===== src/rtl/alu_mult_sequencer.sv =====
// Multi-cycle 32x32 low-word multiplier driving the shared ALU.
// Shift-and-add over ADD/SLL/SRL with early exit on a zero multiplier.
module alu_mult_sequencer (
  input  logic        clk,
  input  logic        reset,
  input  logic        start_i,
  input  logic [31:0] multiplicand_i,
  input  logic [31:0] multiplier_i,
  output logic        busy_o,
  output logic        done_o,
  output logic [31:0] product_o,
  output logic [3:0]  alu_operation_o,
  output logic [31:0] alu_a_o,
  output logic [31:0] alu_b_o,
  output logic [4:0]  alu_shamt_o,
  input  logic [31:0] alu_data_i,
  input  logic        alu_zero_i
);

  localparam logic [3:0] OP_NOP = 4'b0000;
  localparam logic [3:0] OP_ADD = 4'b0011;
  localparam logic [3:0] OP_SLL = 4'b0101;
  localparam logic [3:0] OP_SRL = 4'b0110;

  typedef enum logic [2:0] {
    S_IDLE,
    S_ADD,
    S_SHL,
    S_SHR,
    S_DONE
  } state_t;

  state_t      state_q, state_d;
  logic [31:0] acc_q, acc_d;
  logic [31:0] mcand_q, mcand_d;
  logic [31:0] mplier_q, mplier_d;
  logic [4:0]  cnt_q, cnt_d;
  logic [31:0] prod_q, prod_d;

  // State and datapath registers
  always_ff @(posedge clk or negedge reset) begin
    if (!reset) begin
      state_q  <= S_IDLE;
      acc_q    <= '0;
      mcand_q  <= '0;
      mplier_q <= '0;
      cnt_q    <= '0;
      prod_q   <= '0;
    end else begin
      state_q  <= state_d;
      acc_q    <= acc_d;
      mcand_q  <= mcand_d;
      mplier_q <= mplier_d;
      cnt_q    <= cnt_d;
      prod_q   <= prod_d;
    end
  end

  // Next state, ALU drive and result capture
  always_comb begin
    state_d         = state_q;
    acc_d           = acc_q;
    mcand_d         = mcand_q;
    mplier_d        = mplier_q;
    cnt_d           = cnt_q;
    prod_d          = prod_q;
    alu_operation_o = OP_NOP;
    alu_a_o         = '0;
    alu_b_o         = '0;
    unique case (state_q)
      S_IDLE: begin
        if (start_i) begin
          mcand_d  = multiplicand_i;
          mplier_d = multiplier_i;
          acc_d    = '0;
          cnt_d    = '0;
          state_d  = S_ADD;
        end
      end
      S_ADD: begin
        if (mplier_q[0]) begin
          alu_operation_o = OP_ADD;
          alu_a_o         = acc_q;
          alu_b_o         = mcand_q;
          acc_d           = alu_data_i;
        end
        state_d = S_SHL;
      end
      S_SHL: begin
        alu_operation_o = OP_SLL;
        alu_b_o         = mcand_q;
        mcand_d         = alu_data_i;
        state_d         = S_SHR;
      end
      S_SHR: begin
        alu_operation_o = OP_SRL;
        alu_b_o         = mplier_q;
        mplier_d        = alu_data_i;
        if (alu_zero_i || (cnt_q == 5'd31)) begin
          prod_d  = acc_q;
          state_d = S_DONE;
        end else begin
          cnt_d   = cnt_q + 5'd1;
          state_d = S_ADD;
        end
      end
      S_DONE: begin
        state_d = S_IDLE;
      end
      default: begin
        state_d = S_IDLE;
      end
    endcase
  end

  assign busy_o      = (state_q != S_IDLE);
  assign done_o      = (state_q == S_DONE);
  assign product_o   = prod_q;
  assign alu_shamt_o = 5'd1;

endmodule


===== config.mk =====
export PLATFORM = sky130hd
export DESIGN_NAME = alu_mult_sequencer
export DESIGN_NICKNAME = d
export VERILOG_FILES = /design/src/rtl/alu_mult_sequencer.sv
export SDC_FILE = /design/constraint.sdc
export NUM_CORES = 1
export LEC_CHECK = 0
export CAP_MARGIN = 20
export CORE_MARGIN = 2
export CORE_UTILIZATION = 51
export DETAILED_ROUTE_END_ITERATION = 10
export PLACE_DENSITY_LB_ADDON = 0.3
export SLEW_MARGIN = 40
export SYNTH_ARGS = -nofsm -noshare
export SYNTH_HDL_FRONTEND = slang
export SYNTH_SLANG_ARGS = --single-unit

===== constraint.sdc =====
create_clock -name clk -period 4.3 [get_ports clk]
set_clock_uncertainty 0.05 [all_clocks]
set_input_delay 0.86 -clock clk [delete_from_list [all_inputs] [get_ports clk]]
set_output_delay 0.86 -clock clk [all_outputs]
set_load 0.005 [all_outputs]

Fig. 1: run 1, metal 1
Bar = 20 microns. Cells faint in the background.
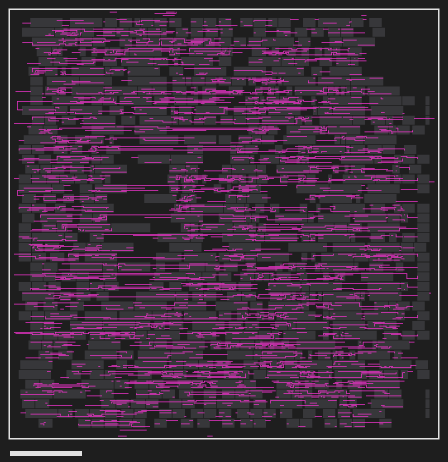
wire length on this layer = 7,760 microns
main direction = horizontal
nets with wire on the layer = 740
met1 Use GR: 34.8%
total number of vias: 5,237
Total Wirelength: 18,100 microns

Fig. 2: run 1, wiring by layer
Bar = 20 microns. Only two layers are drawn.
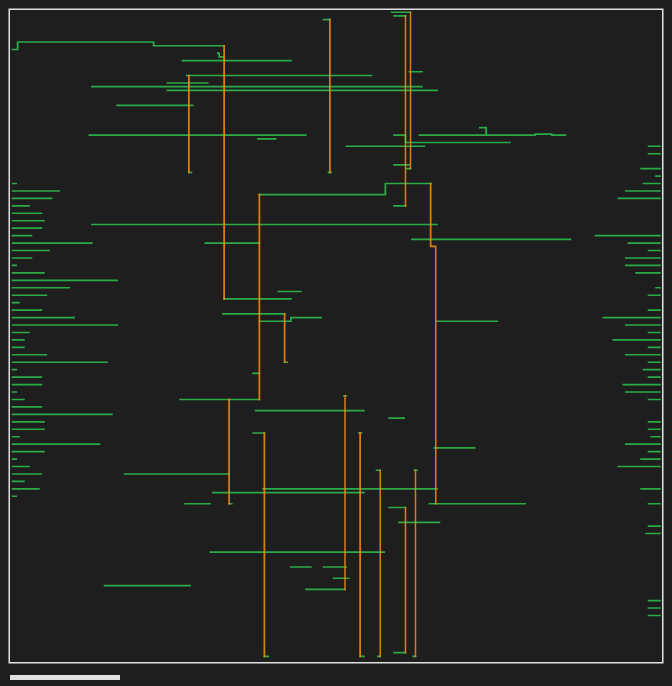
M4 -> orange  # wire length 491 microns
M3 -> green  # wire length 1,190 microns
average routed wire per standard cell: 19.3 microns
global-route total usage across every layer: 25.9%

Fig. 3: run 1, layout detail
Bar = 5 microns. Window x 79 to 99, y 79 to 99 microns. Cells in gray, sequential cells in the stronger gray; small squares are vias.
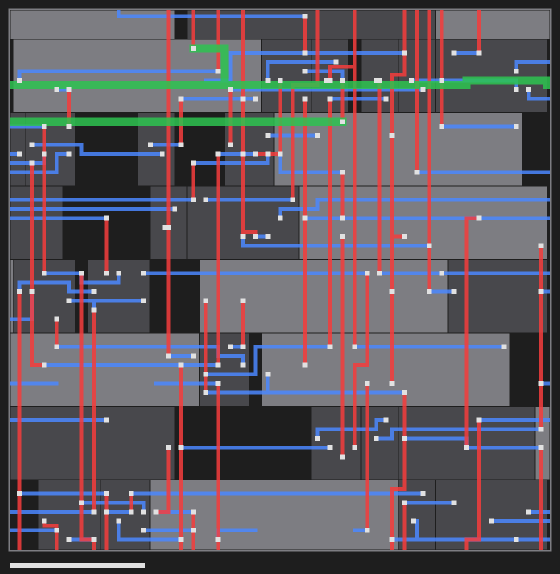
M1 -> blue
M2 -> red
M3 -> green
netlist names of flops here include = `acc_q` (7)
cells with their middle in the window = 29
most frequent = inv_1 (7), dfrtp_1 (7), o21ai_0 (6)
sequential cells in the window = 7

==> datasheet_impl.txt, run 1 <==
Table: implementation figures

Parameter                              Value

Synth
  Most frequent cells after synthesis    dfrtp_1, mux2_2, o21ai_0
  Post-synthesis instance area    between 6000 and 7000 sq um
  Synth Seq Share    50.4%
  Library cell occupying the most area in the post-synthesis netlist    dfrtp_1
  Largest type area fraction    roughly 50%
  Yosys cell types    42
  Commonest register cell after synthesis    dfrtp_1
  Yosys stat cell total    566
  Seq cells post-synth    ~140
  Total number of yosys warnings    0
  Count of library flops with an enable pin    0
  Leading cell types by total area after synthesis    dfrtp_1, mux2_2, a22o_1
  Chip area from the yosys synthesis statistics    approximately 6800 sq um
  Library cell with the highest instance count after synthesis    dfrtp_1
  Number of instances in the synthesized netlist    around 570
  Share of flip-flops with an asynchronous set or reset    100%
  Avg Inst Size Synth    11.9 sq um

Timing
  Setup repair after global routing missed its margin    no
  Worst slack on hold paths    roughly 0.33 ns
  Final tally of max-slew violations    0
  Hold violation total from the final report    0
  Setup_tns    0 ns
  Transition time at the pin with the least slew margin    about 0.8 ns
  Setup Viol. Count Final    0
  Final period util    approximately nine tenths
  Max transition margin    between 40% and 50%
  Worst-case setup margin in the final layout    0.503 ns
  Maximum clock frequency    between 0.2 and 0.3 GHz
  Crit path time final    around 3.8 ns

Routing
  Number of detailed-routing iterations run before antenna repair    4
  Top Metal Used    met4
  Met1 wire length    slightly below 8000 microns
  Post-route DRC violation count    0
  Antenna violation net count after detailed routing    0
  WL met2    ~8700 microns
  Met3 wire length    ~1200 microns
  Vias per cell    roughly 5.6
  Drt first-iter violations    roughly 310

Power and ir drop
  Largest Pwr Group    combinational logic
  Power Total    7.18 mW
  Leakage component of the power    ~4.1 nW
  Power share of the clock group    between 20% and 30%
  Power share of the combinational group    45.9%
  Pwr Density    between 700 and 800 nW/um^2
  Seq power    about 2.3 mW
  Clock group total power    1.64 mW
  VDD IR max    slightly below 0.4 mV
  Switching Share    32.4%
  Power share of the sequential group    around 31%
  Power attributed to combinational cells    between 3 and 4 mW
  Switching power of the nets    ~2.3 mW
  Cell Int Power    slightly below 5 mW

Finish
  Clk tree area frac    slightly below 7%
  Flip-flop and latch share of the layout cell area    ~36%
  Number of antenna repair diodes    0
  # clk buffers    18
  Non-clock inverter instance count of the final layout    33
  Multi-input gate area    roughly 3000 sq um
  Non-filler instance count after layout    approximately 940
  Fraction of final layout cells sized beyond drive strength 1    roughly a quarter
  Dominant kind of cell    sequential cells
  Logic gate fraction of the total cell area    a little under a third
  Flip-flop and latch area    between 3000 and 4000 sq um
  Number of nets in the finished design    ~850
  Core occupancy in the finished layout    about three quarters
  Number of flip-flops and latches    about 140
  Area growth syn-to-layout    41.6%
  Top logic cell by instance count in the layout    clkdlybuf4s50_1
  Final design area excluding fillers    roughly 9600 sq um
  Mi-comb count    between 300 and 400
  Count of filler cells inserted in the layout    ~890
  Number of buffers other than clock buffers in the final layout    between 200 and 250
  Share of final layout cell area taken by non-clock buffers    a little under a quarter
  Most common logic cells in the final layout    clkdlybuf4s50_1, dfrtp_1, mux2_2

Global route
  Met3 Use GR    between 6 and 7%
  Pin count of the biggest net entering global routing    between 50 and 60
  Overflow left after global routing    0
  Wire length of the first global-routing pass    approximately 29,000 microns
  Antenna violations before repair    0
  Number of global-route vias before repair    between 5,000 and 6,000
  Met2 Resource Use GR    41.0%
  GRT busiest layer    met2

Die
  Height of the die    between 100 and 150 microns
  Number of tap cells inserted    176
  Top-Level Pins    207
  Core Box Area    13,100 sq um
  Die area    14,200 sq um
  Floorplan utilization    between 50 and 60%
  Cell Rows    between 40 and 50
  Die extent in x    119 microns

Critical path
  Crit. End Element    primary output
  Cells on worst reg2reg path    4
  Class of the most critical setup path    register to primary output
  Arrival time at the worst endpoint    slightly below 3 ns
  Required time reported for the critical path endpoint    around 3.4 ns
  Delay-heaviest family, CP    AND-OR/OR-AND gates
  R2R Path Start    state_q[2]
  Biggest fanout along the worst timing path    21
  Capturing point of the worst reg2reg path    product_o[26]
  Reg2Reg Setup Slack    1.80 ns
  Maximum cell stage delay along the critical path    0.68 ns
  Startpoint types    register
  Master of the slowest instance on the critical path    dfrtp_1
  Levels on crit path    5
  Cell chain of the critical path    nand2b_1, a21oi_2, buf_12, a22o_1, clkdlybuf4s50_1
  Buf+Inv Stages, Crit Path    2

Clocking
  Total number of clock tree sinks    136
  Largest buffer count on any clock path    2
  Clock network latency to the later pin of the worst-skew pair    between 0.4 and 0.5 ns
  Clk slew on worst S/H paths    around 0.060 ns
  Count of hold buffers inserted by post-cts repair    0
  Total number of H-tree levels    4
  Cell at the root of the clock tree    clkbuf_16
  Count of cells resized by post-cts repair    0
  CTS buffer count    17
  Post-CTS repair timing setup buffer count    0
  CTS tree    done

Job
  Tool warnings    26
  Tally of max-capacitance violations    0

Place
  Last weighted congestion value of the routability-driven placer    0.832
  Worst slack at placement    0.994 ns
  Half-perimeter wire length of the detailed placement result    between 10,000 and 15,000 microns
  Number of cells after detailed placement    907
  Number of input and output port buffers inserted    approximately 200
  Post-placement cell area    approximately 8900 sq um

Hold path
  Type of the tightest min-delay check    input port to asynchronous set/reset pin

Status
  Result of the run    finished clean
==> run 1: cell families after synthesis <==
| logic type | after synthesis | share of synthesized area (%) |
|---|---|---|
| buf+inv | 86 | 5.93 |
| compound gates | 92 | 9.32 |
| other cells | 2 | 0.111 |
| mux | 149 | 24.6 |
| flops | 136 | 50.4 |
| fa+ha+maj | 2 | 0.371 |
| simple gates | 99 | 9.23 |
==> run 1: worst max-delay path by stage <==
stage,from,to,slack (ns)
3_5_place_dp,state_q[1],alu_b_o[24],0.99
3_3_place_gp,state_q[1],alu_b_o[18],1.10
2_1_floorplan,state_q[1],alu_b_o[0],1.94
6_report,state_q[1],alu_b_o[22],0.50
4_1_cts,state_q[1],alu_b_o[22],0.52
5_1_grt,state_q[1],alu_b_o[19],0.38
==> run 1 -> run 2 <==
--- a/config.mk
+++ b/config.mk
@@ -7,9 +7,11 @@
 export LEC_CHECK = 0
 export CAP_MARGIN = 20
 export CORE_MARGIN = 2
-export CORE_UTILIZATION = 51
+export CORE_UTILIZATION = 60
 export DETAILED_ROUTE_END_ITERATION = 10
-export PLACE_DENSITY_LB_ADDON = 0.3
+export DONT_BUFFER_PORTS = 1
+export PLACE_DENSITY = 0.76
+export REMOVE_ABC_BUFFERS = 1
 export SLEW_MARGIN = 40
 export SYNTH_ARGS = -nofsm -noshare
 export SYNTH_HDL_FRONTEND = slang
Fig. 4: run 2, wiring by layer
Bar = 20 microns. Only two layers are drawn.
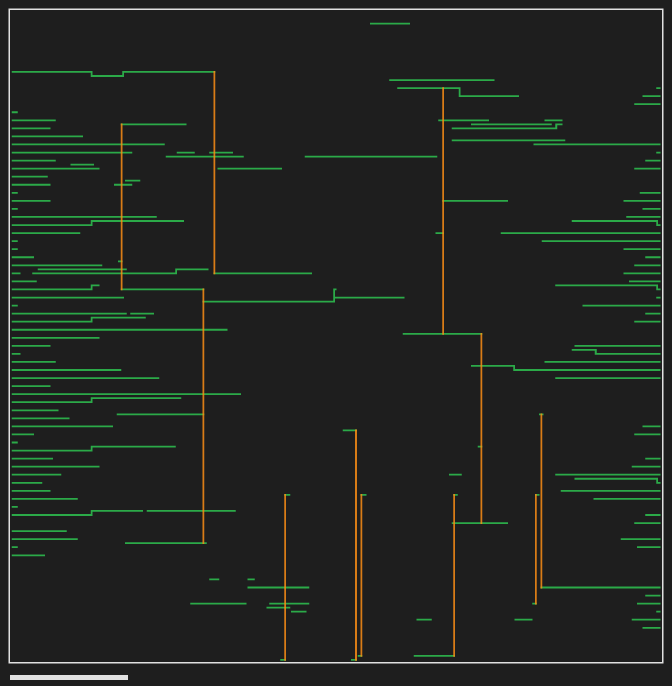
M3 -> green  # wire length 1,480 microns
M4 -> orange  # wire length 347 microns
total number of vias: 4,562
average routed wire per standard cell: 23.4 microns
global-route total usage across every layer: 28.5%
Total Wirelength: 16,400 microns

==> run 2 against run 1 <==
Hold slack worse by 0.13 ns; sequential power up 3%; highest routed layer unchanged; setup slack better by 0.49 ns; critical path depth is 1 lower; critical path type unchanged; critical endpoint is now alu_b_o[19].
==> datasheet_impl.txt, run 2 <==
Table: implementation figures

Parameter                              Value

Clocking
  CTS tree    done
  Post-CTS repair timing setup buffer count    0
  Largest buffer count on any clock path    2
  Clk slew on worst S/H paths    about 0.050 ns
  Cell at the root of the clock tree    clkbuf_8
  CTS buffer count    17
  Clock network latency to the later pin of the worst-skew pair    0.52 ns
  Total number of H-tree levels    4

Routing
  Number of detailed-routing iterations run before antenna repair    5
  Top Metal Used    met4
  Post-route DRC violation count    0
  Met1 wire length    6400 microns
  Drt first-iter violations    between 300 and 400
  Antenna violation net count after detailed routing    0
  Vias per cell    6.50
  Met3 wire length    around 1500 microns
  WL met2    between 8000 and 9000 microns

Finish
  Flip-flop and latch share of the layout cell area    45.9%
  Number of flip-flops and latches    around 140
  Non-filler instance count after layout    around 700
  Clk tree area frac    between 7 and 8%
  Fraction of final layout cells sized beyond drive strength 1    between 30% and 40%
  Logic gate fraction of the total cell area    between 40% and 50%
  Multi-input gate area    3010 sq um
  Number of antenna repair diodes    0
  Number of buffers other than clock buffers in the final layout    16
  Count of filler cells inserted in the layout    around 810
  Share of final layout cell area taken by non-clock buffers    roughly 2.1%
  Mi-comb count    approximately 350
  # clk buffers    26
  Number of nets in the finished design    approximately 650

Global route
  Antenna violations before repair    0
  Wire length of the first global-routing pass    25,900 microns
  Overflow left after global routing    0
  Met2 Resource Use GR    46.7%
  Number of global-route vias before repair    about 4,800
  Met3 Use GR    between 10% and 20%

Synth
  Most frequent cells after synthesis    dfrtp_1, mux2_2, o21ai_0
  Avg Inst Size Synth    roughly 12 sq um
  Mux area share    24.6%
  Yosys adder share    less than 1%
  Simple logic cell fraction of the synthesized area    9.23%
  And-or/or-and share of the synthesized area    a little under a tenth
  Leading cell types by total area after synthesis    dfrtp_1, mux2_2, a22o_1
  Share of flip-flops with an asynchronous set or reset    100%
  Synth Seq Share    50.4%
  Yosys stat cell total    between 500 and 600
  Share of the synthesized netlist area taken by xor and xnor gates    0%

Critical path
  Cells on worst reg2reg path    5
  Buf+Inv Stages, Crit Path    1
  Levels on crit path    4
  Reg2Reg Setup Slack    between 1 and 1.5 ns
  Class of the most critical setup path    register to primary output
  Setup crit end    alu_b_o[19]
  First element of the critical path    state_q[1]
  Delay-heaviest family, CP    flip-flops
  Crit. End Element    primary output
  Startpoint types    register
  Maximum cell stage delay along the critical path    slightly above 0.7 ns
  R2R Path Start    state_q[0]
  Arrival time at the worst endpoint    around 2.4 ns

Place
  Last weighted congestion value of the routability-driven placer    around 0.85
  Half-perimeter wire length of the detailed placement result    between 10,000 and 15,000 microns
  Number of cells after detailed placement    around 670

Power and ir drop
  Power share of the sequential group    between 30% and 40%
  Pwr Density    821 nW/um^2
  VDD IR max    about 0.43 mV
  Power share of the combinational group    40.2%
  Largest Pwr Group    combinational logic
  Power Total    a little over 6 mW
  Cell Int Power    3.86 mW
  Switching power of the nets    roughly 2.2 mW
  Power attributed to combinational cells    around 2.4 mW
  Clock group total power    around 1.3 mW
  Switching Share    36.6%
  Seq power    between 2 and 2.5 mW

Timing
  Hold violation total from the final report    0
  Max transition margin    approximately half
  Transition time at the pin with the least slew margin    just under 0.8 ns
  Setup_tns    0 ns
  Setup Viol. Count Final    0
  Maximum clock frequency    ~0.30 GHz
  Setup repair after global routing missed its margin    no

Hold path
  Type of the tightest min-delay check    input port to asynchronous set/reset pin

Job
  Tally of max-capacitance violations    0
  Tool warnings    27

Die
  Die area    12,100 sq um
  Top-Level Pins    207
  Number of tap cells inserted    about 140
  Height of the die    110 microns
  Core Box Area    about 11,000 sq um

Status
  Result of the run    finished clean
## run 2: netlist changes by cell type in the layout (fill, tap and decap cells not counted), moves of 3 or more
cell	delta
clkbuf_8	+5
bufinv_16	-5
clkdlybuf4s50_1	-199
clkinvlp_4	-4
clkbuf_1	+4
buf_12	-3
## run 2: stage by stage
stage          worst slack, ns  hold WS, ns  utilization, %  cell area [sq um]
5_1_grt                  0.895        0.314            68.1               7410
3_5_place_dp              1.47        0.438            62.8               6840
2_1_floorplan            0.618        0.405               -               6490
3_3_place_gp              1.45        0.425            62.4               6800
6_report                 0.990        0.202            68.1               7410
4_1_cts                  0.956        0.294            68.0               7410
## run 2: worst register-to-register path, delay by kind of cell, from the launching register on
family	cells	cell delay (ns)
buf+inv	2	0.91
flops	1	0.50
simple gates	1	0.21
mux	1	0.39
compound gates	1	0.65
==> run 2 -> run 3 <==
--- a/config.mk
+++ b/config.mk
@@ -7,10 +7,10 @@
 export LEC_CHECK = 0
 export CAP_MARGIN = 20
 export CORE_MARGIN = 2
-export CORE_UTILIZATION = 60
+export CORE_UTILIZATION = 57
 export DETAILED_ROUTE_END_ITERATION = 10
 export DONT_BUFFER_PORTS = 1
-export PLACE_DENSITY = 0.76
+export PLACE_DENSITY = 0.75
 export REMOVE_ABC_BUFFERS = 1
 export SLEW_MARGIN = 40
 export SYNTH_ARGS = -nofsm -noshare
==> constraint.sdc (replaced) <==
create_clock -name clk -period 3 [get_ports clk]
set_clock_uncertainty 0.05 [all_clocks]
set_input_delay 0.6 -clock clk [delete_from_list [all_inputs] [get_ports clk]]
set_output_delay 0.6 -clock clk [all_outputs]
set_load 0.005 [all_outputs]
Fig. 5: run 3, wiring by layer
Bar = 20 microns. Only two layers are drawn.
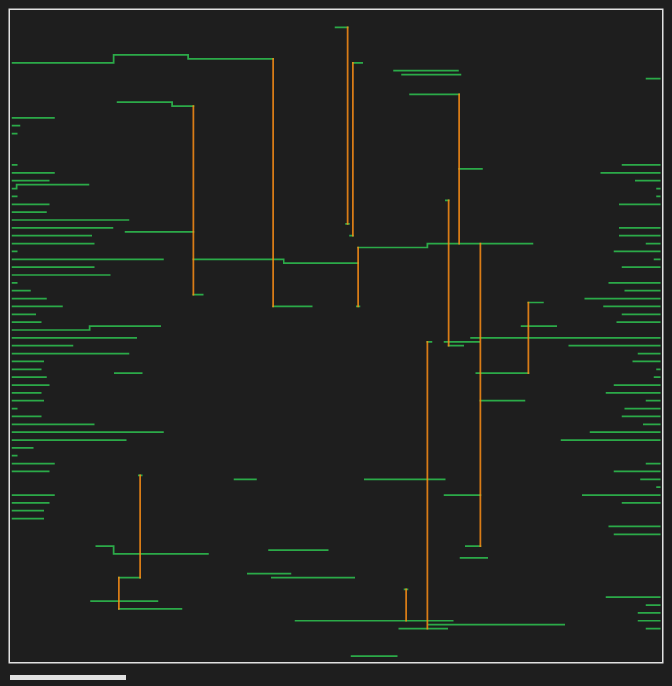
M4 -> orange  # wire length 343 microns
M3 -> green  # wire length 1,110 microns
average routed wire per standard cell: 23.7 microns
global-route total usage across every layer: 27.6%
Total Wirelength: 16,900 microns

==> run 3 against run 2 <==
The run now ends with negative hold slack left; register-to-register slack got worse by 0.91 ns; global-route usage decreased by 0.96 points; count of clock-buffer cells in the layout decreased by 3; first-iteration DRC count decreased by 20%; via count decreased by 0.37%; flip-flop count unchanged; final area increased by 1.3%; area after synthesis unchanged; sequential share of layout area decreased by 0.56 points; synthesized cell count unchanged; critical path depth unchanged; largest cell class unchanged; highest routed layer unchanged.
==> datasheet_impl.txt, run 3 <==
Table: implementation figures

Parameter                              Value

Critical path
  Required time reported for the critical path endpoint    ~2.4 ns
  Class of the most critical setup path    register to primary output
  Biggest fanout along the worst timing path    25
  Master of the slowest instance on the critical path    dfrtp_4
  Cells on worst reg2reg path    8
  R2R Path Start    cnt_q[0]
  Buf+Inv Stages, Crit Path    2
  Cell chain of the critical path    buf_4, and2_1, buf_4, and3_1
  Reg2Reg Setup Slack    ~0.57 ns
  Levels on crit path    4
  First element of the critical path    state_q[0]
  Capturing point of the worst reg2reg path    product_o[27]
  Delay-heaviest family, CP    buffers and inverters
  Maximum cell stage delay along the critical path    approximately 0.61 ns

Power and ir drop
  Pwr Density    about 1200 nW/um^2
  Power Total    roughly 9.0 mW
  Switching power of the nets    3.25 mW
  VDD IR max    ~0.65 mV
  Switching Share    ~36%
  Power share of the sequential group    ~37%
  Largest Pwr Group    combinational logic
  Leakage component of the power    about 3.4 nW
  Power attributed to combinational cells    about 3.5 mW
  Seq power    3.34 mW

Global route
  Overflow left after global routing    0
  Pin count of the biggest net entering global routing    137
  Antenna violations before repair    0
  GRT busiest layer    met2
  Met3 Use GR    under 10%
  Met1 Use GR    between 30% and 40%

Status
  Violations in the final reports    negative hold slack
  Result of the run    complete, but fails checks

Timing
  Max transition margin    between 50% and 60%
  Setup_tns    0 ns
  Final tally of max-slew violations    0
  Worst slack on hold paths    -0.171 ns
  Crit path time final    about 2.8 ns
  Transition time at the pin with the least slew margin    0.607 ns
  Maximum clock frequency    0.355 GHz
  Final period util    94.0%
  Setup Viol. Count Final    0
  Hold violation total from the final report    136
  Setup repair after global routing missed its margin    no

Finish
  Final design area excluding fillers    approximately 7500 sq um
  Area growth syn-to-layout    11.2%
  Fraction of final layout cells sized beyond drive strength 1    33.8%
  Count of filler cells inserted in the layout    878
  Number of antenna repair diodes    0
  Most common logic cells in the final layout    mux2_2, dfrtp_1, o21ai_0
  Non-filler instance count after layout    711
  Number of nets in the finished design    between 600 and 700

Synth
  Mux area share    around a quarter
  Library cell occupying the most area in the post-synthesis netlist    dfrtp_1
  Total number of yosys warnings    0
  Commonest register cell after synthesis    dfrtp_1
  Avg Inst Size Synth    11.9 sq um
  Post-synthesis instance area    approximately 6800 sq um
  Synth Seq Share    just over 50%
  Dominant combinational cell family by area after synthesis    multiplexers
  Yosys adder share    less than 1%
  Simple logic cell fraction of the synthesized area    under 10%
  Most frequent cells after synthesis    dfrtp_1, mux2_2, o21ai_0
  And-or/or-and share of the synthesized area    under 10%
  Share of the synthesized netlist area taken by xor and xnor gates    0%
  Yosys stat cell total    between 500 and 600
  Chip area from the yosys synthesis statistics    approximately 6800 sq um
  Share of flip-flops with an asynchronous set or reset    100%
  Seq cells post-synth    136
  Library cell with the highest instance count after synthesis    dfrtp_1
  Number of instances in the synthesized netlist    approximately 570

Routing
  Top Metal Used    met4
  Total number of vias    4,545
  Drt first-iter violations    approximately 250
  Antenna violation net count after detailed routing    0
  WL met2    about 8500 microns
  Met1 wire length    slightly below 7000 microns
  Vias per cell    between 6 and 7
  Met3 wire length    ~1100 microns
  Post-route DRC violation count    0
  Number of detailed-routing iterations run before antenna repair    4

Clocking
  Cell at the root of the clock tree    clkbuf_16
  Count of cells resized by post-cts repair    1
  Post-CTS repair timing setup buffer count    0
  CTS buffer count    17
  Clock network latency to the later pin of the worst-skew pair    around 0.42 ns
  Total number of H-tree levels    4
  Largest buffer count on any clock path    2
  Clk slew on worst S/H paths    roughly 0.05 ns
  CTS tree    done

Die
  Die area    between 10,000 and 15,000 sq um
  Die extent in x    113 microns
  Floorplan utilization    roughly three fifths
  Core Box Area    11,500 sq um
  Cell Rows    39
  Top-Level Pins    around 210

Place
  Last weighted congestion value of the routability-driven placer    0.797
  Number of input and output port buffers inserted    0
  Post-placement cell area    6910 sq um
  Number of cells after detailed placement    between 600 and 700

Job
  Tool warnings    29
  Tally of max-capacitance violations    0
-- run 3: cell type report --
| class | count | area, sq um | share of cell area [%] |
|---|---|---|---|
| Sequential cell | 136 | 3410 | 45.4 |
| Tap cell | 143 | 179 | 2.38 |
| Clock inverter | 9 | 123 | 1.63 |
| Multi-Input combinational cell | 348 | 3010 | 40.1 |
| Inverter | 33 | 124 | 1.65 |
| Timing Repair Buffer | 19 | 195 | 2.60 |
| Clock buffer | 23 | 468 | 6.23 |
-- run 3: per-stage QoR --
| step | hold slack [ns] | setup slack [ns] |
|---|---|---|
| global placement | 0.258 | 0.517 |
| finish | -0.171 | 0.179 |
| global route | -0.191 | 0.112 |
| CTS | -0.189 | 0.0871 |
| floorplan | 0.254 | -0.422 |
| detailed placement | 0.259 | 0.433 |
Power figures rest on the tool's default switching activity, not on a simulated workload.
